$ cat config.mk
export PLATFORM = sky130hd
export DESIGN_NAME = ctrl_pwm_mc_flat
export DESIGN_NICKNAME = d
export VERILOG_FILES = /design/src/rtl/ctrl_pwm_mc_if.sv /design/src/rtl/ctrl_pwm_mc.sv /design/src/flat_wrapper.sv
export SDC_FILE = /design/constraint.sdc
export NUM_CORES = 1
export LEC_CHECK = 0
export CORE_MARGIN = 2
export CORE_UTILIZATION = 53
export CTS_CLUSTER_SIZE = 25
export DETAILED_ROUTE_END_ITERATION = 6
export PLACE_DENSITY = 0.77
export REMOVE_ABC_BUFFERS = 1
export SLEW_MARGIN = 20
export SYNTH_ARGS = -nofsm -noshare
export SYNTH_HDL_FRONTEND = slang
export SYNTH_SLANG_ARGS = --single-unit
$ cat constraint.sdc
create_clock -name clk -period 3.76 [get_ports clk]
set_input_delay 0.752 -clock clk [delete_from_list [all_inputs] [get_ports clk]]
set_output_delay 0.752 -clock clk [all_outputs]
set_load 0.005 [all_outputs]
$ cat src/rtl/ctrl_pwm_mc_if.sv
// Control bundle for ctrl_pwm_mc: button levels, step mode and channel select in,
// packed duty registers and limit flags out.
interface ctrl_pwm_mc_if #(
  parameter int CH   = 4,
  parameter int SELW = 2,
  parameter int W    = 7
) ();
  logic            ena;
  logic            xu;
  logic            xd;
  logic            fine;
  logic [SELW-1:0] ch_sel;
  logic [CH*W-1:0] duty;
  logic            at_max;
  logic            at_min;

  modport master (
    output ena, xu, xd, fine, ch_sel,
    input  duty, at_max, at_min
  );

  modport slave (
    input  ena, xu, xd, fine, ch_sel,
    output duty, at_max, at_min
  );
endinterface

$ cat src/rtl/ctrl_pwm_mc.sv
// Multi-channel saturating duty controller driven by up/down buttons, with
// coarse/fine steps and press-and-hold auto-repeat on a latched channel.
module ctrl_pwm_mc #(
  parameter int CH       = 4,
  parameter int SELW     = 2,
  parameter int W        = 7,
  parameter int DMAX     = 100,
  parameter int STEP     = 10,
  parameter int RST_DUTY = 0,
  parameter int HOLD_CYC = 5000000,
  parameter int REP_CYC  = 1000000
) (
  input  logic         clk,
  input  logic         rst,
  ctrl_pwm_mc_if.slave bus
);

  localparam int CMAX = (HOLD_CYC > REP_CYC) ? HOLD_CYC : REP_CYC;
  localparam int CNTW = $clog2(CMAX) + 1;
  localparam logic [CNTW-1:0] HOLD_LAST = CNTW'(HOLD_CYC - 1);
  localparam logic [CNTW-1:0] REP_LAST  = CNTW'(REP_CYC - 1);
  localparam logic [W:0]      DMAX_X    = (W+1)'(DMAX);
  localparam logic [W:0]      STEP_X    = (W+1)'(STEP);
  localparam logic [W:0]      ONE_X     = (W+1)'(1);
  localparam logic [W-1:0]    RST_V     = W'(RST_DUTY);

  typedef enum logic [1:0] {
    IDLE,
    HOLD,
    REPEAT
  } state_t;

  state_t          state_q, state_d;
  logic [CNTW-1:0] cnt_q, cnt_d;
  logic [SELW-1:0] ch_q, ch_d;
  logic            dir_q, dir_d;
  logic            xu_q, xu_d;
  logic            xd_q, xd_d;
  logic [W-1:0]    duty_q [CH];
  logic [W-1:0]    duty_d [CH];

  logic            press;
  logic            held;
  logic            both;
  logic            ch_ok;
  logic            step_en;
  logic            step_up;
  logic [SELW-1:0] step_ch;
  logic [W-1:0]    cur;
  logic [W-1:0]    nxt;
  logic [W:0]      cur_x;
  logic [W:0]      s_x;
  logic [W:0]      sum_x;
  logic [W:0]      dif_x;
  logic [W-1:0]    sel_duty;
  logic            sel_ok;

  // A press is a fresh rising edge on exactly one button; held tracks the latched direction.
  always_comb begin
    both  = bus.xu & bus.xd;
    press = ((bus.xu & ~xu_q) ^ (bus.xd & ~xd_q)) & (bus.xu ^ bus.xd);
    held  = dir_q ? (bus.xu & ~bus.xd) : (bus.xd & ~bus.xu);
    ch_ok = 1'b0;
    for (int k = 0; k < CH; k++) begin
      if (bus.ch_sel == SELW'(k)) ch_ok = 1'b1;
    end
  end

  always_comb begin
    state_d = state_q;
    cnt_d   = cnt_q;
    ch_d    = ch_q;
    dir_d   = dir_q;
    xu_d    = xu_q;
    xd_d    = xd_q;
    step_en = 1'b0;
    step_ch = ch_q;
    step_up = dir_q;
    if (bus.ena) begin
      xu_d = bus.xu;
      xd_d = bus.xd;
      if (both) begin
        state_d = IDLE;
      end else begin
        case (state_q)
          IDLE: begin
            if (press && ch_ok) begin
              step_en = 1'b1;
              step_ch = bus.ch_sel;
              step_up = bus.xu;
              ch_d    = bus.ch_sel;
              dir_d   = bus.xu;
              cnt_d   = '0;
              state_d = HOLD;
            end
          end
          HOLD: begin
            if (!held) begin
              state_d = IDLE;
            end else if (cnt_q == HOLD_LAST) begin
              step_en = 1'b1;
              cnt_d   = '0;
              state_d = REPEAT;
            end else begin
              cnt_d = cnt_q + 1'b1;
            end
          end
          REPEAT: begin
            if (!held) begin
              state_d = IDLE;
            end else if (cnt_q == REP_LAST) begin
              step_en = 1'b1;
              cnt_d   = '0;
            end else begin
              cnt_d = cnt_q + 1'b1;
            end
          end
          default: state_d = IDLE;
        endcase
      end
    end
  end

  // Saturating step evaluated one bit wider than the register so neither limit can wrap.
  always_comb begin
    cur = '0;
    for (int k = 0; k < CH; k++) begin
      if (step_ch == SELW'(k)) cur = duty_q[k];
    end
    cur_x = {1'b0, cur};
    s_x   = bus.fine ? ONE_X : STEP_X;
    sum_x = cur_x + s_x;
    dif_x = cur_x - s_x;
    if (step_up) begin
      nxt = (cur_x >= DMAX_X - s_x) ? DMAX_X[W-1:0] : sum_x[W-1:0];
    end else begin
      nxt = (cur_x <= s_x) ? '0 : dif_x[W-1:0];
    end
    for (int k = 0; k < CH; k++) begin
      duty_d[k] = duty_q[k];
      if (step_en && (step_ch == SELW'(k))) duty_d[k] = nxt;
    end
  end

  always_comb begin
    sel_duty = '0;
    sel_ok   = 1'b0;
    for (int k = 0; k < CH; k++) begin
      if (bus.ch_sel == SELW'(k)) begin
        sel_duty = duty_q[k];
        sel_ok   = 1'b1;
      end
    end
    bus.at_max = sel_ok && (sel_duty == DMAX_X[W-1:0]);
    bus.at_min = sel_ok && (sel_duty == '0);
    for (int k = 0; k < CH; k++) begin
      bus.duty[k*W +: W] = duty_q[k];
    end
  end

  always_ff @(posedge clk or negedge rst) begin
    if (!rst) begin
      state_q <= IDLE;
      cnt_q   <= '0;
      ch_q    <= '0;
      dir_q   <= 1'b0;
      xu_q    <= 1'b0;
      xd_q    <= 1'b0;
      for (int k = 0; k < CH; k++) duty_q[k] <= RST_V;
    end else begin
      state_q <= state_d;
      cnt_q   <= cnt_d;
      ch_q    <= ch_d;
      dir_q   <= dir_d;
      xu_q    <= xu_d;
      xd_q    <= xd_d;
      for (int k = 0; k < CH; k++) duty_q[k] <= duty_d[k];
    end
  end

endmodule

$ cat src/flat_wrapper.sv
// flat-port wrapper written by rule: the top's interface ports become plain ports
module ctrl_pwm_mc_flat 
#(
  parameter int CH       = 4,
  parameter int SELW     = 2,
  parameter int W        = 7,
  parameter int DMAX     = 100,
  parameter int STEP     = 10,
  parameter int RST_DUTY = 0,
  parameter int HOLD_CYC = 5000000,
  parameter int REP_CYC  = 1000000
)
  (clk, rst, bus_ena, bus_xu, bus_xd, bus_fine, bus_ch_sel, bus_duty, bus_at_max, bus_at_min);
  ctrl_pwm_mc_if #(.CH(CH), .SELW(SELW), .W(W)) bus_i ();
  input  logic clk;
  input  logic rst;
  input wire logic [$bits(bus_i.ena)-1:0] bus_ena;
  input wire logic [$bits(bus_i.xu)-1:0] bus_xu;
  input wire logic [$bits(bus_i.xd)-1:0] bus_xd;
  input wire logic [$bits(bus_i.fine)-1:0] bus_fine;
  input wire logic [$bits(bus_i.ch_sel)-1:0] bus_ch_sel;
  output wire logic [$bits(bus_i.duty)-1:0] bus_duty;
  output wire logic [$bits(bus_i.at_max)-1:0] bus_at_max;
  output wire logic [$bits(bus_i.at_min)-1:0] bus_at_min;
  assign bus_i.ena = bus_ena;
  assign bus_i.xu = bus_xu;
  assign bus_i.xd = bus_xd;
  assign bus_i.fine = bus_fine;
  assign bus_i.ch_sel = bus_ch_sel;
  assign bus_duty = bus_i.duty;
  assign bus_at_max = bus_i.at_max;
  assign bus_at_min = bus_i.at_min;
  ctrl_pwm_mc #(.CH(CH), .SELW(SELW), .W(W), .DMAX(DMAX), .STEP(STEP), .RST_DUTY(RST_DUTY), .HOLD_CYC(HOLD_CYC), .REP_CYC(REP_CYC)) u_core (.clk(clk), .rst(rst), .bus(bus_i));
endmodule
Figure 1. The clock network.
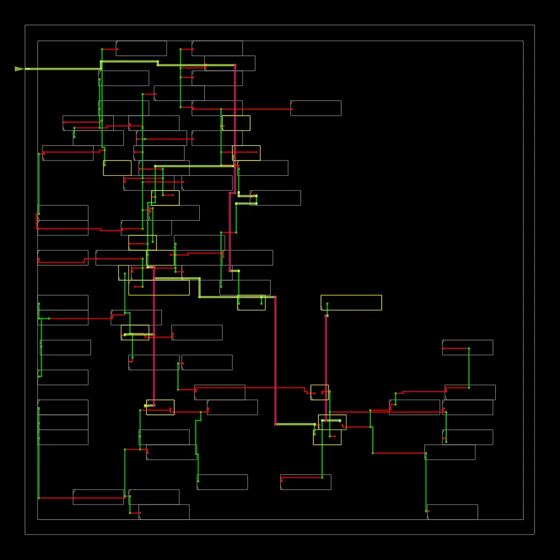
Flops: 59
clock skew: 0.0134 ns
Clock net power: 672 uW
Clock Buffer Count: 11
Sink Count: 59

Figure 2. Sequential cells grouped by signal name.
Scale: 4 px per um.
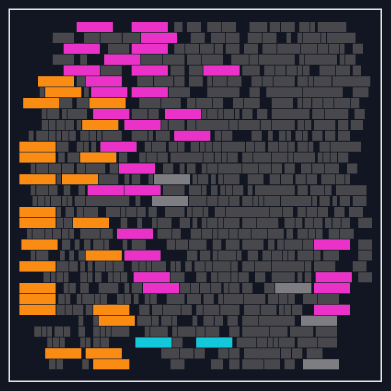
[magenta] `u_core.bus.duty` | sequential cells: 28 | where: widely spread
[orange] `u_core.cnt_q` | sequential cells: 24
[cyan] `u_core.state_q` | sequential cells: 2
Seq/total area: 24.3%
Seq. pwr: 1040 uW

==> flow_summary.toml <==
# implementation run metrics
[run_status]
status = "complete, but fails checks"
violations = "setup timing"

[synthesis]
yosys_cells = 468
xor_share_pct = 3.33
yosys.area.top_type_share_pct = 35.4
ys_sh_adder_pct = 6.07
syn-instance-count = 468
top_cell = "dfrtp_1"
ys_async_sr_fraction_pct = 100
yosysSeqAreaShare_pct = 35.4
synth_area_mm2 = 0.00417
ys.flops = 59
ys.flop_type = "dfrtp_1"
ys_top_logic_family = "simple AND/OR/NAND/NOR gates"
top_area_cell = "dfrtp_1"
yosysWarningCount = 0

[setup_path]
cp-end-kind = "flip-flop"
crit_buf_inv = 8
crit_path_max_incr_delay_ns = 0.39
crit_path_max_fanout = 5
cp.depth = 21
critical_path.endpoint = "u_core.bus.duty[6]"
timing.rr.start = "u_core.state_q[0]"
worstPathRequired_ns = 3.96
arrival_ns = 4.13
worst-r2r-cell-count = 20
rrSetupSlack_ns = -0.06
worst_r2r_endpoint = "u_core.bus.duty[6]"
worstSetupPathType = "in -> reg"
startpoint_type = "input pin"
cp_slowest_cell = "fa_2"

[layout]
comb_share_pct = 48.7
nonClockBufferCount = 140
final_core_util_pct = 79.0
nMultiInputCombCells = 368
synthToLayoutAreaGrowth_pct = 45.8
biggestCellCategory = "combinational gates"
bufAreaShareNonClock_pct = 19.4
num-fill-cells = 484
drive_gt1_share_pct = 36.1
layout_top_cells = "94 x buf_4, 59 x dfrtp_1, 55 x nand2_1"
comb_area_mm2 = 0.00296
layout.nets = 633

[floorplanning]
initCoreUtil_pct = 54.2
num_io_pins = 38
nWellTaps = 102

[cts]
h-tree-depth = 3
cts_buffers = 9
clk_pin_slew_ns = 0.08
worstSkewPairLatency_ns = 0.34
cts_buffer_depth = 2
cts_tree = "done"

[grt]
grt_pass1_vias = 4295
antenna_found_initial = 0
track_usage_pct = 32.3
use_met1_pct = 41.6

[sta]
setup_tns_ns = -3.62
worst_pin_slew_ns = 0.575
setup_violations = 28
fmax_mhz = 254
hold_viol = 0
whs_ns = 0.404
maxSlewViolCount = 0
period_used_pct = 105
setup_slack_ns = -0.175
finalCriticalPeriod_ns = 3.93

[detailed_routing]
viasPerCell = 6.18
wl_um = 14100
top_layer = "met4"
ant_nets = 0
drtIter0Drc = 388
dr.pass1.iters = 7
dr_wl_met3_um = 936
dr_wl_met2_um = 6860
drc_errors = 0
met1_length_um = 5630

[power_and_ir_drop]
pg_comb_uw = 3540
seq_power_share_pct = 19.8
p_switching_uw = 2320
powerDensity_mw_per_mm2 = 864
p_sw_share_pct = 44.2
p_int_uw = 2930
power.total_uw = 5250

[placement]
port_buffers = 37
place_congestion = 0.976
place_area_mm2 = 0.00522

[flow_run]
cap_violations = 0
warnings = 36
Power and IR drop assume default switching activity.
